$ cat config.mk
export PLATFORM = sky130hd
export DESIGN_NAME = result_writer
export DESIGN_NICKNAME = d
export VERILOG_FILES = /design/src/rtl/result_writer_pkg.sv /design/src/rtl/result_fifo.sv /design/src/rtl/result_writer.sv
export SDC_FILE = /design/constraint.sdc
export NUM_CORES = 1
export LEC_CHECK = 0
export CAP_MARGIN = 20
export CORE_AREA = 2 2 216 218
export DETAILED_ROUTE_END_ITERATION = 16
export DIE_AREA = 0 0 218 220
export DONT_BUFFER_PORTS = 1
export GPL_ROUTABILITY_DRIVEN = 0
export PLACE_DENSITY = 0.63
export REMOVE_ABC_BUFFERS = 1
export SYNTH_ARGS = -nofsm -noshare
export SYNTH_HDL_FRONTEND = slang
export SYNTH_HIERARCHICAL = 1
export SYNTH_SLANG_ARGS = --single-unit
$ cat constraint.sdc
create_clock -name clk -period 7.16 [get_ports clk]
set_clock_uncertainty 0.15 [all_clocks]
set_input_delay 2.148 -clock clk [delete_from_list [all_inputs] [get_ports clk]]
set_output_delay 2.148 -clock clk [all_outputs]
set_load 0.01 [all_outputs]
$ cat src/rtl/result_writer_pkg.sv
// result_writer_pkg: definitions shared by the result writer and its FIFO.
//   - default data / address widths
//   - FSM state encoding (IDLE=0, RUN=1, DONE=2)
//   - FIFO entry field layout {data, x, y}, y in the low byte
package result_writer_pkg;

  localparam int DATA_W_DEF = 18;
  localparam int ADDR_W_DEF = 16;
  localparam int COORD_W    = 8;

  // Entry layout, LSB first: y, x, data
  localparam int Y_LSB    = 0;
  localparam int X_LSB    = Y_LSB + COORD_W;
  localparam int DATA_LSB = X_LSB + COORD_W;

  typedef enum logic [1:0] {
    ST_IDLE = 2'd0,
    ST_RUN  = 2'd1,
    ST_DONE = 2'd2
  } state_t;

  function automatic int entry_w(input int data_w);
    return data_w + DATA_LSB;
  endfunction

endpackage

$ cat src/rtl/result_fifo.sv
// result_fifo: synchronous FIFO, power-of-two depth.
// Ports:
//   clk, rst        clock, async active-high reset (FIFO empty)
//   i_clear         synchronous flush (pointers to zero)
//   i_push/i_wdata  write request; ignored while full
//   i_pop           read request; ignored while empty
//   o_rdata         head entry (valid when !o_empty)
//   o_full/o_empty  status, derived only from registered pointers
module result_fifo #(
  parameter int WIDTH = 34,
  parameter int DEPTH = 8
) (
  input  logic             clk,
  input  logic             rst,
  input  logic             i_clear,
  input  logic             i_push,
  input  logic [WIDTH-1:0] i_wdata,
  input  logic             i_pop,
  output logic [WIDTH-1:0] o_rdata,
  output logic             o_full,
  output logic             o_empty
);

  localparam int AW = $clog2(DEPTH);

  logic [WIDTH-1:0] r_mem [DEPTH];
  // One extra pointer bit distinguishes full from empty.
  logic [AW:0]      r_wr_ptr;
  logic [AW:0]      r_rd_ptr;
  logic             w_do_push;
  logic             w_do_pop;

  assign o_empty   = (r_wr_ptr == r_rd_ptr);
  assign o_full    = (r_wr_ptr[AW] != r_rd_ptr[AW]) &&
                     (r_wr_ptr[AW-1:0] == r_rd_ptr[AW-1:0]);
  assign w_do_push = i_push && !o_full;
  assign w_do_pop  = i_pop && !o_empty;
  assign o_rdata   = r_mem[r_rd_ptr[AW-1:0]];

  always_ff @(posedge clk or posedge rst) begin
    if (rst) begin
      r_wr_ptr <= '0;
      r_rd_ptr <= '0;
    end else if (i_clear) begin
      r_wr_ptr <= '0;
      r_rd_ptr <= '0;
    end else begin
      if (w_do_push) r_wr_ptr <= r_wr_ptr + 1'b1;
      if (w_do_pop)  r_rd_ptr <= r_rd_ptr + 1'b1;
    end
  end

  // Storage needs no reset: nothing is read until pushed.
  always_ff @(posedge clk) begin
    if (w_do_push) r_mem[r_wr_ptr[AW-1:0]] <= i_wdata;
  end

endmodule

$ cat src/rtl/result_writer.sv
// result_writer: buffers convolution results and writes them to memory.
// Ports:
//   clk, rst                 clock, async active-high reset
//   start                    pulse; latches config, starts a pass (ignored in RUN)
//   out_dim, output_memory_offset, expected_count, relu_en   config, sampled on start
//   result_valid/ready       upstream handshake; result_data, result_x, result_y
//   write_addr/data/en       memory write request, held until write_ready
//   write_ready              memory accepts the write this cycle
//   done                     high while all expected results are written
//   error                    sticky: a result arrived outside RUN and was dropped
module result_writer
  import result_writer_pkg::*;
#(
  parameter int FIFO_DEPTH = 8,
  parameter int DATA_W     = DATA_W_DEF,
  parameter int ADDR_W     = ADDR_W_DEF
) (
  input  logic              clk,
  input  logic              rst,
  input  logic              start,
  input  logic [7:0]        out_dim,
  input  logic [15:0]       output_memory_offset,
  input  logic [15:0]       expected_count,
  input  logic              relu_en,
  input  logic              result_valid,
  output logic              result_ready,
  input  logic [DATA_W-1:0] result_data,
  input  logic [7:0]        result_x,
  input  logic [7:0]        result_y,
  output logic [ADDR_W-1:0] write_addr,
  output logic [DATA_W-1:0] write_data,
  output logic              write_en,
  input  logic              write_ready,
  output logic              done,
  output logic              error
);

  localparam int ENTRY_W = entry_w(DATA_W);

  state_t            r_state;
  state_t            w_state_nxt;

  logic [7:0]        r_out_dim;
  logic [15:0]       r_offset;
  logic [15:0]       r_expected;
  logic              r_relu;
  logic [15:0]       r_wr_count;

  logic              r_wr_en;
  logic [ADDR_W-1:0] r_wr_addr;
  logic [DATA_W-1:0] r_wr_data;
  logic              r_error;

  logic              w_run;
  logic              w_start_ok;
  logic              w_push;
  logic              w_pop;
  logic              w_hs;
  logic              w_last;
  logic [15:0]       w_cnt_inc;
  logic              w_full;
  logic              w_empty;
  logic [ENTRY_W-1:0] w_push_entry;
  logic [ENTRY_W-1:0] w_head;
  logic [7:0]        w_head_x;
  logic [7:0]        w_head_y;
  logic [DATA_W-1:0] w_head_data;
  logic [15:0]       w_prod;
  logic [15:0]       w_sum;
  logic [ADDR_W-1:0] w_addr;
  logic [DATA_W-1:0] w_data;

  assign w_run        = (r_state == ST_RUN);
  assign w_start_ok   = start && !w_run;
  assign result_ready = w_run && !w_full;
  assign w_push       = result_valid && result_ready;
  assign w_hs         = r_wr_en && write_ready;
  assign w_cnt_inc    = r_wr_count + 16'd1;
  assign w_last       = w_hs && (w_cnt_inc == r_expected);
  // Reload the stage when it is empty or draining this cycle. Never reload on
  // the final handshake: surplus entries must not produce a write in DONE.
  assign w_pop        = w_run && !w_empty && (!r_wr_en || w_hs) && !w_last;

  assign w_push_entry = {result_data, result_x, result_y};

  result_fifo #(
    .WIDTH (ENTRY_W),
    .DEPTH (FIFO_DEPTH)
  ) u_fifo (
    .clk     (clk),
    .rst     (rst),
    .i_clear (w_start_ok),
    .i_push  (w_push),
    .i_wdata (w_push_entry),
    .i_pop   (w_pop),
    .o_rdata (w_head),
    .o_full  (w_full),
    .o_empty (w_empty)
  );

  assign w_head_y    = w_head[Y_LSB +: COORD_W];
  assign w_head_x    = w_head[X_LSB +: COORD_W];
  assign w_head_data = w_head[DATA_LSB +: DATA_W];

  // 8x8 unsigned product fits 16 bits; the sum wraps modulo 2^16 by design.
  assign w_prod = {8'd0, w_head_y} * {8'd0, r_out_dim};
  assign w_sum  = r_offset + w_prod + {8'd0, w_head_x};
  assign w_addr = ADDR_W'(w_sum);
  assign w_data = (r_relu && w_head_data[DATA_W-1]) ? '0 : w_head_data;

  // FSM
  always_ff @(posedge clk or posedge rst) begin
    if (rst) r_state <= ST_IDLE;
    else     r_state <= w_state_nxt;
  end

  always_comb begin
    w_state_nxt = r_state;
    case (r_state)
      ST_IDLE, ST_DONE: begin
        if (start) w_state_nxt = (expected_count == 16'd0) ? ST_DONE : ST_RUN;
      end
      ST_RUN: begin
        if (w_last) w_state_nxt = ST_DONE;
      end
      default: w_state_nxt = ST_IDLE;
    endcase
  end

  // Configuration and written count
  always_ff @(posedge clk or posedge rst) begin
    if (rst) begin
      r_out_dim  <= '0;
      r_offset   <= '0;
      r_expected <= '0;
      r_relu     <= 1'b0;
      r_wr_count <= '0;
    end else if (w_start_ok) begin
      r_out_dim  <= out_dim;
      r_offset   <= output_memory_offset;
      r_expected <= expected_count;
      r_relu     <= relu_en;
      r_wr_count <= '0;
    end else if (w_hs && w_run) begin
      r_wr_count <= w_cnt_inc;
    end
  end

  // One-entry output stage; address/data held until the handshake.
  always_ff @(posedge clk or posedge rst) begin
    if (rst) begin
      r_wr_en   <= 1'b0;
      r_wr_addr <= '0;
      r_wr_data <= '0;
    end else if (w_start_ok) begin
      r_wr_en <= 1'b0;
    end else if (w_pop) begin
      r_wr_en   <= 1'b1;
      r_wr_addr <= w_addr;
      r_wr_data <= w_data;
    end else if (w_hs) begin
      r_wr_en <= 1'b0;
    end
  end

  // Sticky drop flag; only reset clears it.
  always_ff @(posedge clk or posedge rst) begin
    if (rst)                         r_error <= 1'b0;
    else if (result_valid && !w_run) r_error <= 1'b1;
  end

  assign write_en   = r_wr_en;
  assign write_addr = r_wr_addr;
  assign write_data = r_wr_data;
  assign done       = (r_state == ST_DONE);
  assign error      = r_error;

endmodule

==> changes_impl.md, run 1 <==
### Changed

- Run status: complete, no violations
- Total number of H-tree levels: 2
- Total global routing track utilization: 0.160
- Element type at the critical path start: flop
- Flops & latches, synth: 375
- Critical path type: flop to flop
- Worst Setup End Kind: flop
- Count of hold-fix buffers inserted at cts: 0
- Starting density of the core: 0.395
- Post-cts gate resize count: 0
- Register share after synthesis: 0.594
- Ys async rst share: 0.275
- Flip-flop cell with the highest count after synthesis: edfxtp_1
- Most common cell in the synthesized netlist: edfxtp_1
- Total detailed-routing wirelength: 37.5 mm
- Inst Count DP: 1749
- Cell types with the highest counts after synthesis: edfxtp_1, inv_1, dfrtp_1, mux2_2, nand2_1
- Maximum clock path buffer count: 3
- Final min period: 6750 ps
- Site row count: 79
- CTS sink cnt: 375
- Number of search-and-repair iterations in the first detailed-routing pass: 4
- Sum of overflow across all layers after global routing: 0
- Insertion Delay late pin: 570 ps
- Post-synthesis cell type count: about 60
- Area leader share: 0.451
- Synth top area cells: edfxtp_1, dfrtp_1, mux4_2, fa_1, mux2_2
- Pins Over Slew Limit: 0
- CTS tree: done
- Worst slew margin relative to its limit: 0.324
- Logic area: ~0.0067 mm²
- Floorplan die width: approximately 220 µm
- Post-synth EDFFs: 272
- Post-layout period usage: 0.942
- Max-Cap Viols: 0
- Die span in y: 220 µm
- Boundary pin count: roughly 120
- Clk Tree Root Cell: clkbuf_16
- Initial antenna violation count: 1
- Cell Count, Final, Fillers Out: 1822
- TritonCTS Buffers: 40
- Global-route wire length before repair: 58.1 mm
- Post-route ant nets: 0
- Buffer count from post-CTS setup fixing: 0
- OpenROAD warning count: 25
[run 1: area by class of cell]
| cell class | count | share of cell area |
|---|---|---|
| Antenna cell | 1 | 0.000124 |
| Clock buffer | 54 | 0.0544 |
| Clock inverter | 18 | 0.0114 |
| Inverter | 107 | 0.0201 |
| Multi-Input combinational cell | 641 | 0.335 |
| Sequential cell | 375 | 0.535 |
| Tap cell | 607 | 0.0378 |
| Timing Repair Buffer | 19 | 0.00709 |
[run 1: cell usage in the layout, fill, tap and decap left out, types with 34 or more instances in the layout]
cell / instances
fa_1: 55
inv_1: 105
mux2_2: 75
clkbuf_16: 40
ha_1: 50
o21ai_0: 34
and2_1: 40
edfxtp_1: 272
dfrtp_1: 100
nand2_1: 74
mux4_2: 68
[run 1: metrics by stage]
stage               hold slack [ps]  area [µm²]  setup WS (ps)
floorplan                       334       17800          -1560
global placement                356       18800            404
detailed placement              356       18800            390
CTS                             369       20100            383
global route                    401       20100            114
finish                          367       20100            413
[run 1: logic make-up (layout without fill, tap and decap cells)]
kind of cell	count (synthesis)	count (layout)	synth area share
other	0	1	0
multiplexers	182	182	0.156
AND/OR/NAND/NOR	212	212	0.0604
adder cells (fa/ha/maj)	105	105	0.0954
XOR/XNOR	48	48	0.0236
AND-OR/OR-AND	94	94	0.0333
buffers and inverters	153	198	0.0371
flip-flops	375	375	0.594
[run 1: routing by layer]
metal  part of all wire  up-vias
li1                   -     4316
met1               0.43     4837
met2               0.51      176
met5                  0        -
met4              0.019        0
met3              0.045       46
[run 1: registers in the layout, indices dropped and copies added, names as in the netlist]
register         cells
error                1
r_expected          16
r_offset            16
r_out_dim            8
r_relu               1
r_state              2
r_wr_count          16
u_fifo/r_mem       272
u_fifo/r_rd_ptr      4
u_fifo/r_wr_ptr      4
write_addr          16
write_data          18
write_en             1
[run 1: worst max-delay path: stages (launching register included)]
cell and delay [ps]:
dfrtp_4 660, mux4_2 540, mux2_2 340, and2_1 200
fa_1 460, fa_1 500, inv_1 60, fa_1 530
inv_1 50, fa_1 470, inv_1 50, fa_1 470
inv_1 40, ha_1 310, or2_2 320, a21oi_1 190
o311ai_0 220, a21o_1 240, a21oi_1 250, mux2i_1 250
xnor2_1 80, mux2_2 260
[run 1: path summary, 6_finish.rpt]
check | slack [ps] | startpoint | end | cells after the start
setup / recovery | 410 | u_fifo/r_rd_ptr[0] | write_addr[15] | 21
hold / removal | 370 | r_offset[0] | r_offset[0] | 1
setup reg to reg | 410 | u_fifo/r_rd_ptr[0] | write_addr[15] | 21
hold reg to reg | 370 | r_offset[0] | r_offset[0] | 1
max in group asynchronous | 4370 | rst | r_offset[15] | 2
min in group asynchronous | 1290 | rst | u_fifo/r_wr_ptr[1] | 1
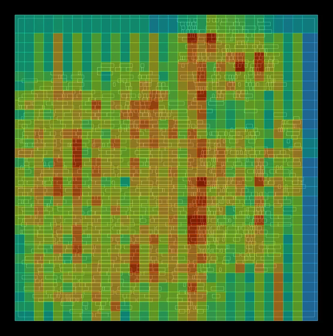
Fig. 1. Routing congestion (run 1).
average wire per cell in the routed design: 20.6 µm
final standard cell utilization of the core: 0.438
Global Route met2 Usage: 0.275
most heavily used metal layer in global routing: met2

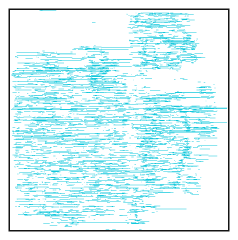
Fig. 2. M1 wires (run 1).
(1 px per µm)
main direction: horizontal
nets with wire on the layer: 1302
longest straight run: 64.9 µm
share of all routed wire: 43%
wire length on this layer: 16100 µm

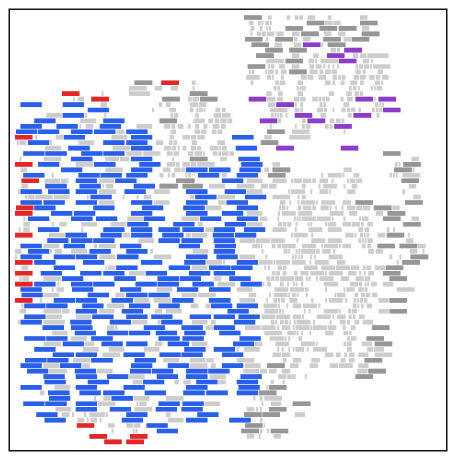
Fig. 3. Sequential cells grouped by signal name (run 1).
(2 px per µm) Other sequential cells in the stronger gray, the rest of the logic in the fainter gray.
legend:
  blue:
    netlist_name: u_fifo/r_mem
    placed_flops: 272
  purple:
    netlist_name: r_wr_count
    placed_flops: 16
    where: upper right
  red:
    netlist_name: write_data
    placed_flops: 18
not colored: 69

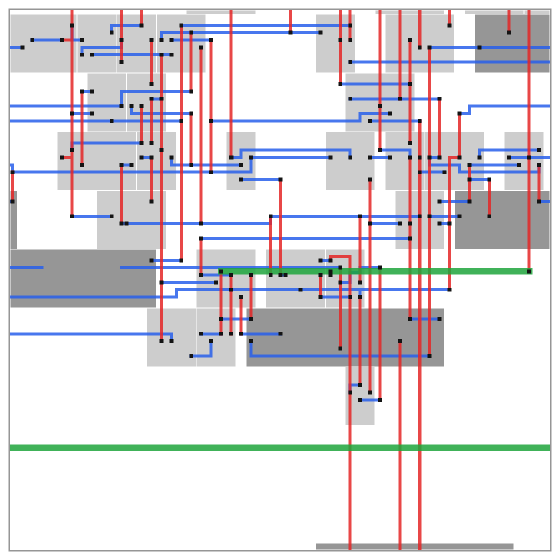
Fig. 4. A small window of the routed layout (run 1).
Region (151, 152) to (176, 177) µm. Cells in gray, sequential cells in the stronger gray; small squares are vias.
legend:
  green:
    layer: met3
  blue:
    layer: met1
  red:
    layer: met2
sequential cells in the window: 2
most frequent: o21ai_0 (4)
cells with their middle in the window: 26
netlist names of flops here include: r_wr_count (2)

--- run 2 (diff from run 1) ---
--- a/config.mk
+++ b/config.mk
@@ -12,6 +12,7 @@
 export DONT_BUFFER_PORTS = 1
 export GPL_ROUTABILITY_DRIVEN = 0
 export PLACE_DENSITY = 0.63
+export RECOVER_POWER = 25
 export REMOVE_ABC_BUFFERS = 1
 export SYNTH_ARGS = -nofsm -noshare
 export SYNTH_HDL_FRONTEND = slang
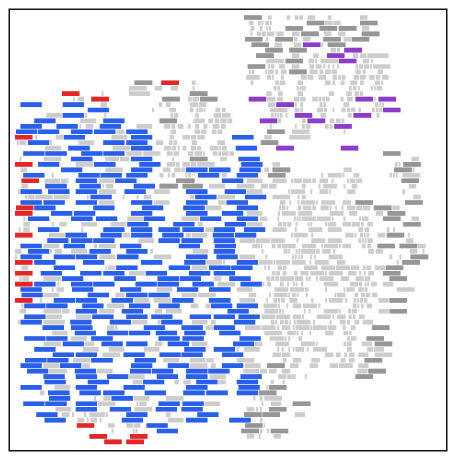
Fig. 5. Sequential cells grouped by signal name (run 2).
(2 px per µm) Other sequential cells in the stronger gray, the rest of the logic in the fainter gray.
legend:
  blue:
    netlist_name: u_fifo/r_mem
    placed_flops: 272
  red:
    netlist_name: write_data
    placed_flops: 18
  purple:
    netlist_name: r_wr_count
    placed_flops: 16
    where: upper right
not colored: 69

==> changes_impl.md, run 2 <==
### Changed

- Run status: complete, no violations
- Ys cells: 1169
- Total global routing track utilization: 0.160 (unchanged)
- Maximum clock path buffer count: 3 (unchanged)
- Floorplan die width: 218 µm (unchanged)
- Setup Total Neg Slack: 0 ps
- Initial antenna violation count: 1 (unchanged)
- Register share after synthesis: 0.594 (unchanged)
- Critical path type: flop to flop
- Area leader share: 0.451 (unchanged)
- Top library cells by usage in the layout, fill and taps aside: edfxtp_1, inv_1, dfrtp_1, mux2_2, nand2_1
- Flops & latches, synth: 375 (unchanged)
- Pins Over Slew Limit: 0 (unchanged)
- Post-cts gate resize count: 0 (unchanged)
- Sum of overflow across all layers after global routing: 0 (unchanged)
- Max reg flops: 272 (unchanged)
- Arrival time reported for the critical path endpoint: 7050 ps
- Instance count of the mapped netlist: ~1200
- Final std cell area, no fill: 0.0201 mm² (unchanged)
- Boundary pin count: 118 (unchanged)
- Starting density of the core: 0.395 (unchanged)
- Clk Tree Root Cell: clkbuf_16
- Flip-flop cell with the highest count after synthesis: edfxtp_1
- Setup repair after global routing missed its margin: false
- Worst Setup End Kind: flop
- Number of vias per cell after detailed routing: 5.15
- Insertion Delay late pin: 570 ps (about the same)
- Total number of H-tree levels: 2 (unchanged)
- Element type at the critical path start: flop
- Buffer count from post-CTS setup fixing: 0 (unchanged)
- Max-Cap Viols: 0 (unchanged)
- Ys async rst share: 0.275 (unchanged)
- Maximum fanout along the worst path: 20
- CTS sink cnt: 375 (unchanged)
- Global-route wire length before repair: 58.1 mm (unchanged)
- Worst-margin pin slew: 1010 ps
- CTS tree: done
- Cell types with the highest counts after synthesis: edfxtp_1, inv_1, dfrtp_1, mux2_2, nand2_1
- Final HPWL DP: 23.7 mm
- Cell Count, Final, Fillers Out: 1822 (unchanged)
- Fraction of final layout cells sized beyond drive strength 1: 0.209
- Remaining routing DRC violations: 0
- Placement Cell Area: 0.0188 mm² (unchanged)
- Average wire per cell in the routed design: 20.6 µm (unchanged)
- OpenROAD warning count: 25 (unchanged)
- Die span in y: 220 µm (unchanged)
- TritonCTS Buffers: 40 (unchanged)
- Post-layout period usage: 0.942 (unchanged)
- Die footprint: 0.0480 mm²
- Post-synthesis cell type count: 60 (unchanged)
- Number of warning messages in the yosys log: 6
- Count of hold-fix buffers inserted at cts: 0 (unchanged)
- Worst slew margin relative to its limit: 0.324 (unchanged)
- Hold Slack: 367 ps (unchanged)
- Most common cell in the synthesized netlist: edfxtp_1
- Synth top area cells: edfxtp_1, dfrtp_1, mux4_2, fa_1, mux2_2
- Site row count: 79 (unchanged)
- Synthesized cell area: 0.0181 mm²
- Inst Count DP: 1749 (unchanged)
- Crit path DRT: 7460 ps
- Net total in the final layout: 1369
- Number of failing setup endpoints in the final timing report: 0
- Post-synth EDFFs: 272 (unchanged)
- Number of search-and-repair iterations in the first detailed-routing pass: 4 (unchanged)
- Most frequent standard cell in the layout excluding fill and tap cells: edfxtp_1
- Post-route ant nets: 0 (unchanged)
- Final min period: 6750 ps (unchanged)
- Total detailed-routing wirelength: 37.5 mm (unchanged)
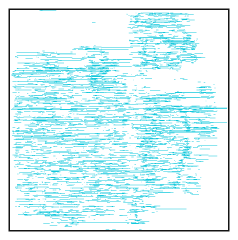
Fig. 6. M1 wires (run 2).
(1 px per µm)
nets with wire on the layer: 1302
main direction: horizontal
wire length on this layer: 16100 µm
share of all routed wire: 43%
longest straight run: 64.9 µm

==> run 2: cell counts in the layout (fill, tap and decap cells not counted) <==
No cell type changed its count.
==> run 2: critical path, stage by stage, from the launching register on <==
cell and delay (ps):
dfrtp_4 660, mux4_2 540, mux2_2 340, and2_1 200, fa_1 460, fa_1 500
inv_1 60, fa_1 530, inv_1 50, fa_1 470, inv_1 50, fa_1 470
inv_1 40, ha_1 310, or2_2 320, a21oi_1 190, o311ai_0 220, a21o_1 240
a21oi_1 250, mux2i_1 250, xnor2_1 80, mux2_2 260
==> run 2: logic make-up (layout without fill, tap and decap cells) <==
group / Yosys count / count (layout) / share of synthesized area
AND-OR/OR-AND: 94 / 94 / 0.0333
XOR/XNOR: 48 / 48 / 0.0236
adder cells (fa/ha/maj): 105 / 105 / 0.0954
buffers and inverters: 153 / 198 / 0.0371
flip-flops: 375 / 375 / 0.594
multiplexers: 182 / 182 / 0.156
other: 0 / 1 / 0
AND/OR/NAND/NOR: 212 / 212 / 0.0604
==> run 2: cell type report <==
type	count	area, µm²
multi-input cells	641	6730
repair buffers	19	143
diodes	1	2.50
clock inverters	18	229
inverters	107	404
clock buffers	54	1090
fillers	4117	25800
well taps	607	759
flip-flops and latches	375	10800
==> run 2: metal layers <==
layer	share of wire	GRT usage	wire [µm]	vias to the layer above
met5	0	0	0	-
met1	0.43	0.204	16100	4837
met3	0.045	0.0298	1710	46
li1	-	-	-	4316
met4	0.019	0.0515	705	0
met2	0.51	0.275	19000	176
==> run 2: through the flow <==
| stage | util | worst slack, ps |
|---|---|---|
| floorplan | - | -1560 |
| global placement | 0.410 | 404 |
| detailed placement | 0.410 | 390 |
| CTS | 0.438 | 383 |
| global route | 0.438 | 114 |
| finish | 0.438 | 413 |
==> run 2: path summary, 6_finish.rpt <==
check | startpoint | to | slack (ps) | cells after the start
worst min-delay path | r_offset[0] | r_offset[0] | 370 | 1
worst max-delay path | u_fifo/r_rd_ptr[0] | write_addr[15] | 410 | 21
max in group asynchronous | rst | r_offset[15] | 4370 | 2
worst min register to register | r_offset[0] | r_offset[0] | 370 | 1
worst max register to register | u_fifo/r_rd_ptr[0] | write_addr[15] | 410 | 21
min in group asynchronous | rst | u_fifo/r_wr_ptr[1] | 1290 | 1
Fig. 7: run 2, routing congestion
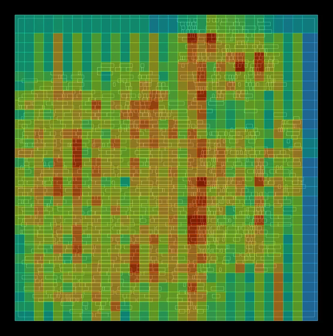

--- run 3 (diff from run 2) ---
--- a/config.mk
+++ b/config.mk
@@ -9,9 +9,8 @@
 export CORE_AREA = 2 2 216 218
 export DETAILED_ROUTE_END_ITERATION = 16
 export DIE_AREA = 0 0 218 220
-export DONT_BUFFER_PORTS = 1
 export GPL_ROUTABILITY_DRIVEN = 0
-export PLACE_DENSITY = 0.63
+export PLACE_DENSITY = 0.66
 export RECOVER_POWER = 25
 export REMOVE_ABC_BUFFERS = 1
 export SYNTH_ARGS = -nofsm -noshare
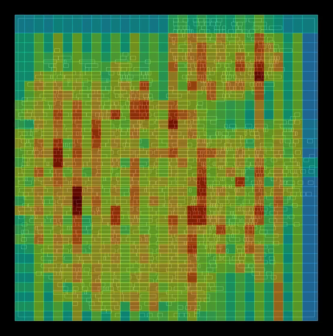
Fig. 8. Routing congestion (run 3).
GR met1 Demand/Resource: 0.204
GR met3 Demand/Resource: 0.0326

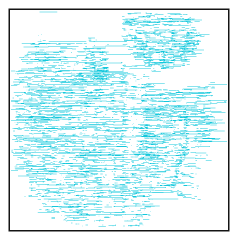
Fig. 9. M1 wires (run 3).
(1 px per µm)
main direction: horizontal
wire length on this layer: 16100 µm
nets with wire on the layer: 1404
share of all routed wire: 43%
longest straight run: 54.7 µm

==> changes_impl.md, run 3 <==
### Changed

- Ys cells: 1169 (unchanged)
- Inst Count DP: 1870 (+6.9%)
- Hold Slack: 342 ps (-25.0 ps)
- Post-layout period usage: 0.946 (+0.00381)
- Register share after synthesis: 0.594 (unchanged)
- Instance count of the mapped netlist: 1169 (unchanged)
- Worst-margin pin slew: 995 ps (-16.1 ps)
- Logic area: 0.00673 mm² (unchanged)
- Initial antenna violation count: 8 (+7)
- Number of search-and-repair iterations in the first detailed-routing pass: 5 (+1)
- Net total in the final layout: 1491 (+8.9%)
- Crit path DRT: 7440 ps (-20 ps)
- Fraction of final layout cells sized beyond drive strength 1: 0.194 (-0.0151)
- Most common cell in the synthesized netlist: edfxtp_1
- Max-Cap Viols: 0 (unchanged)
- Insertion Delay late pin: 560 ps (about the same)
- Reg2reg path depth: 21 (unchanged)
- Post-Synth AOI/OAI Area: 0.0333 (unchanged)
- Reg area: 0.0108 mm² (about the same)
- Ys async rst share: 0.275 (unchanged)
- Post-synth EDFFs: 272 (unchanged)
- Flip-flop cell with the highest count after synthesis: edfxtp_1
- Synthesized cell area: 0.0181 mm² (unchanged)
- Run status: complete, no violations
- Number of warning messages in the yosys log: 6 (unchanged)
- Number of hold violations in the final report: 0
- Synth top area cells: edfxtp_1, dfrtp_1, mux4_2, fa_1, mux2_2
- Flop-to-flop setup slack: 390 ps (-30 ps)
- Total global routing track utilization: 0.161 (+0.00113)
- Worst slew margin relative to its limit: 0.336 (+0.0123)
- Critical path type: flop to flop
- Critical R2R Capture: write_addr[15]
- Element type at the critical path start: flop
- Die span in y: 220 µm (unchanged)
- XOR/XNOR share of the synthesized area: 0.0236 (unchanged)
- Total number of vias: just under 10000
- Sum of overflow across all layers after global routing: 0 (unchanged)
- Cell Count, Final, Fillers Out: 1950 (+7.0%)
- Dominant kind of combinational cell: multiplexers
- Number of failing setup endpoints in the final timing report: 0 (unchanged)
- Average wire per cell in the routed design: 19.2 µm (-6.7%)
- Die footprint: 0.0480 mm² (unchanged)
- Max reg flops: 272 (unchanged)
- Final std cell area, no fill: 0.0213 mm² (+6.0%)
- Maximum fanout along the worst path: 23 (+15%)
- Post-synthesis cell type count: 60 (unchanged)
- Number of vias per cell after detailed routing: 5.04 (-2.0%)
- Hold Startpoint: error
- Placement Cell Area: 0.0200 mm² (+6.4%)
- Setup repair after global routing missed its margin: false
- Maximum clock path buffer count: 3 (unchanged)
- Area leader share: 0.451 (unchanged)
- Flops & latches, synth: 375 (unchanged)
- Arrival time reported for the critical path endpoint: 7060 ps (about the same)
- OpenROAD warning count: 25 (unchanged)
- Most frequent standard cell in the layout excluding fill and tap cells: edfxtp_1
- Post-cts gate resize count: 0 (unchanged)
- Top library cells by usage in the layout, fill and taps aside: edfxtp_1, inv_1, dfrtp_1, clkdlybuf4s50_1, mux2_2
- Site row count: 79 (unchanged)
- Cell types with the highest counts after synthesis: edfxtp_1, inv_1, dfrtp_1, mux2_2, nand2_1
- R2R Path Start: u_fifo/r_rd_ptr[0]
- Setup WS pre-CTS: 417 ps (+27.1 ps)
- Layout fillers: 4049 (-1.7%)
- Remaining routing DRC violations: 0 (unchanged)
- Hold-critical path endpoint: error
- Mux frac, synth: 0.156 (unchanged)
- TritonCTS Buffers: 41 (+2.5%)
- Setup Total Neg Slack: 0 ps (unchanged)
- CTS tree: done
- And+or+nand+nor area frac: 0.0604 (unchanged)
- Floorplan die width: 218 µm (unchanged)
- Global-route wire length before repair: 58.9 mm (+1.5%)
- Count of hold-fix buffers inserted at cts: 0 (unchanged)
- CTS sink cnt: 375 (unchanged)
- Final HPWL DP: 24.5 mm (+3.1%)
- Clk Tree Root Cell: clkbuf_16
- Final worst slack: 385 ps (-27.3 ps)
- Total number of H-tree levels: 2 (unchanged)
- Pins Over Slew Limit: 0 (unchanged)
- Syn Area/Cell: ~15 µm²
- Post-route ant nets: 0 (unchanged)
- Worst Setup End Kind: flop
- Starting density of the core: 0.395 (unchanged)
- Final min period: 6770 ps (+27.3 ps)
- Total detailed-routing wirelength: 37.4 mm (-0.20%)
- Hold depth: 1 (unchanged)
- Adders+Majority by Area: 0.0954 (unchanged)
- Boundary pin count: 118 (unchanged)
- Buffer count from post-CTS setup fixing: 0 (unchanged)
==> run 3: final cells by class <==
| class | instances | share of cell area |
|---|---|---|
| diodes | 4 | 0.000470 |
| clock buffers | 56 | 0.0542 |
| clock inverters | 20 | 0.00734 |
| inverters | 107 | 0.0190 |
| multi-input cells | 641 | 0.316 |
| flip-flops and latches | 375 | 0.505 |
| well taps | 607 | 0.0356 |
| repair buffers | 140 | 0.0632 |
==> run 3: cells by family after synthesis <==
logic type,Yosys count
buffers and inverters,153
adders and majority gates,105
DFF,375
and+or+nand+nor,212
AOI/OAI and AO/OA,94
muxes,182
xor gates and xnor gates,48
==> run 3: metal layers <==
layer	part of all wire	vias up	global-route usage
li1	-	4582	-
met1	0.43	4984	0.204
met2	0.49	199	0.274
met3	0.051	64	0.0326
met4	0.023	6	0.0553
met5	0.00093	-	0
==> run 3: worst max path at each step <==
stage / start / endpoint / slack, ps / cells past startpoint
floorplan: u_fifo/r_rd_ptr[0] / write_addr[15] / -1560 / 21
global route: u_fifo/r_rd_ptr[0] / write_addr[15] / 80 / 21
global placement: u_fifo/r_rd_ptr[0] / write_addr[15] / 450 / 21
CTS: u_fifo/r_rd_ptr[0] / write_addr[15] / 390 / 21
detailed placement: u_fifo/r_rd_ptr[0] / write_addr[15] / 420 / 21
finish: u_fifo/r_rd_ptr[0] / write_addr[15] / 390 / 21
==> run 3: through the flow <==
step	utilization
2_1_floorplan	-
3_3_place_gp	0.436
3_5_place_dp	0.436
4_1_cts	0.465
5_1_grt	0.465
6_report	0.465
==> run 3: critical path, stage by stage, from the launching register on <==
cell and delay [ps]:
dfrtp_4 680, mux4_2 540, mux2_2 350, and2_1 200, fa_1 430, fa_1 490, inv_1 50, fa_1 520
inv_1 50, fa_1 470, inv_1 50, fa_1 470, inv_1 40, ha_1 310, or2_2 330, a21oi_1 210
o311ai_0 230, a21o_1 250, a21oi_1 250, mux2i_1 260, xnor2_1 80, mux2_2 250
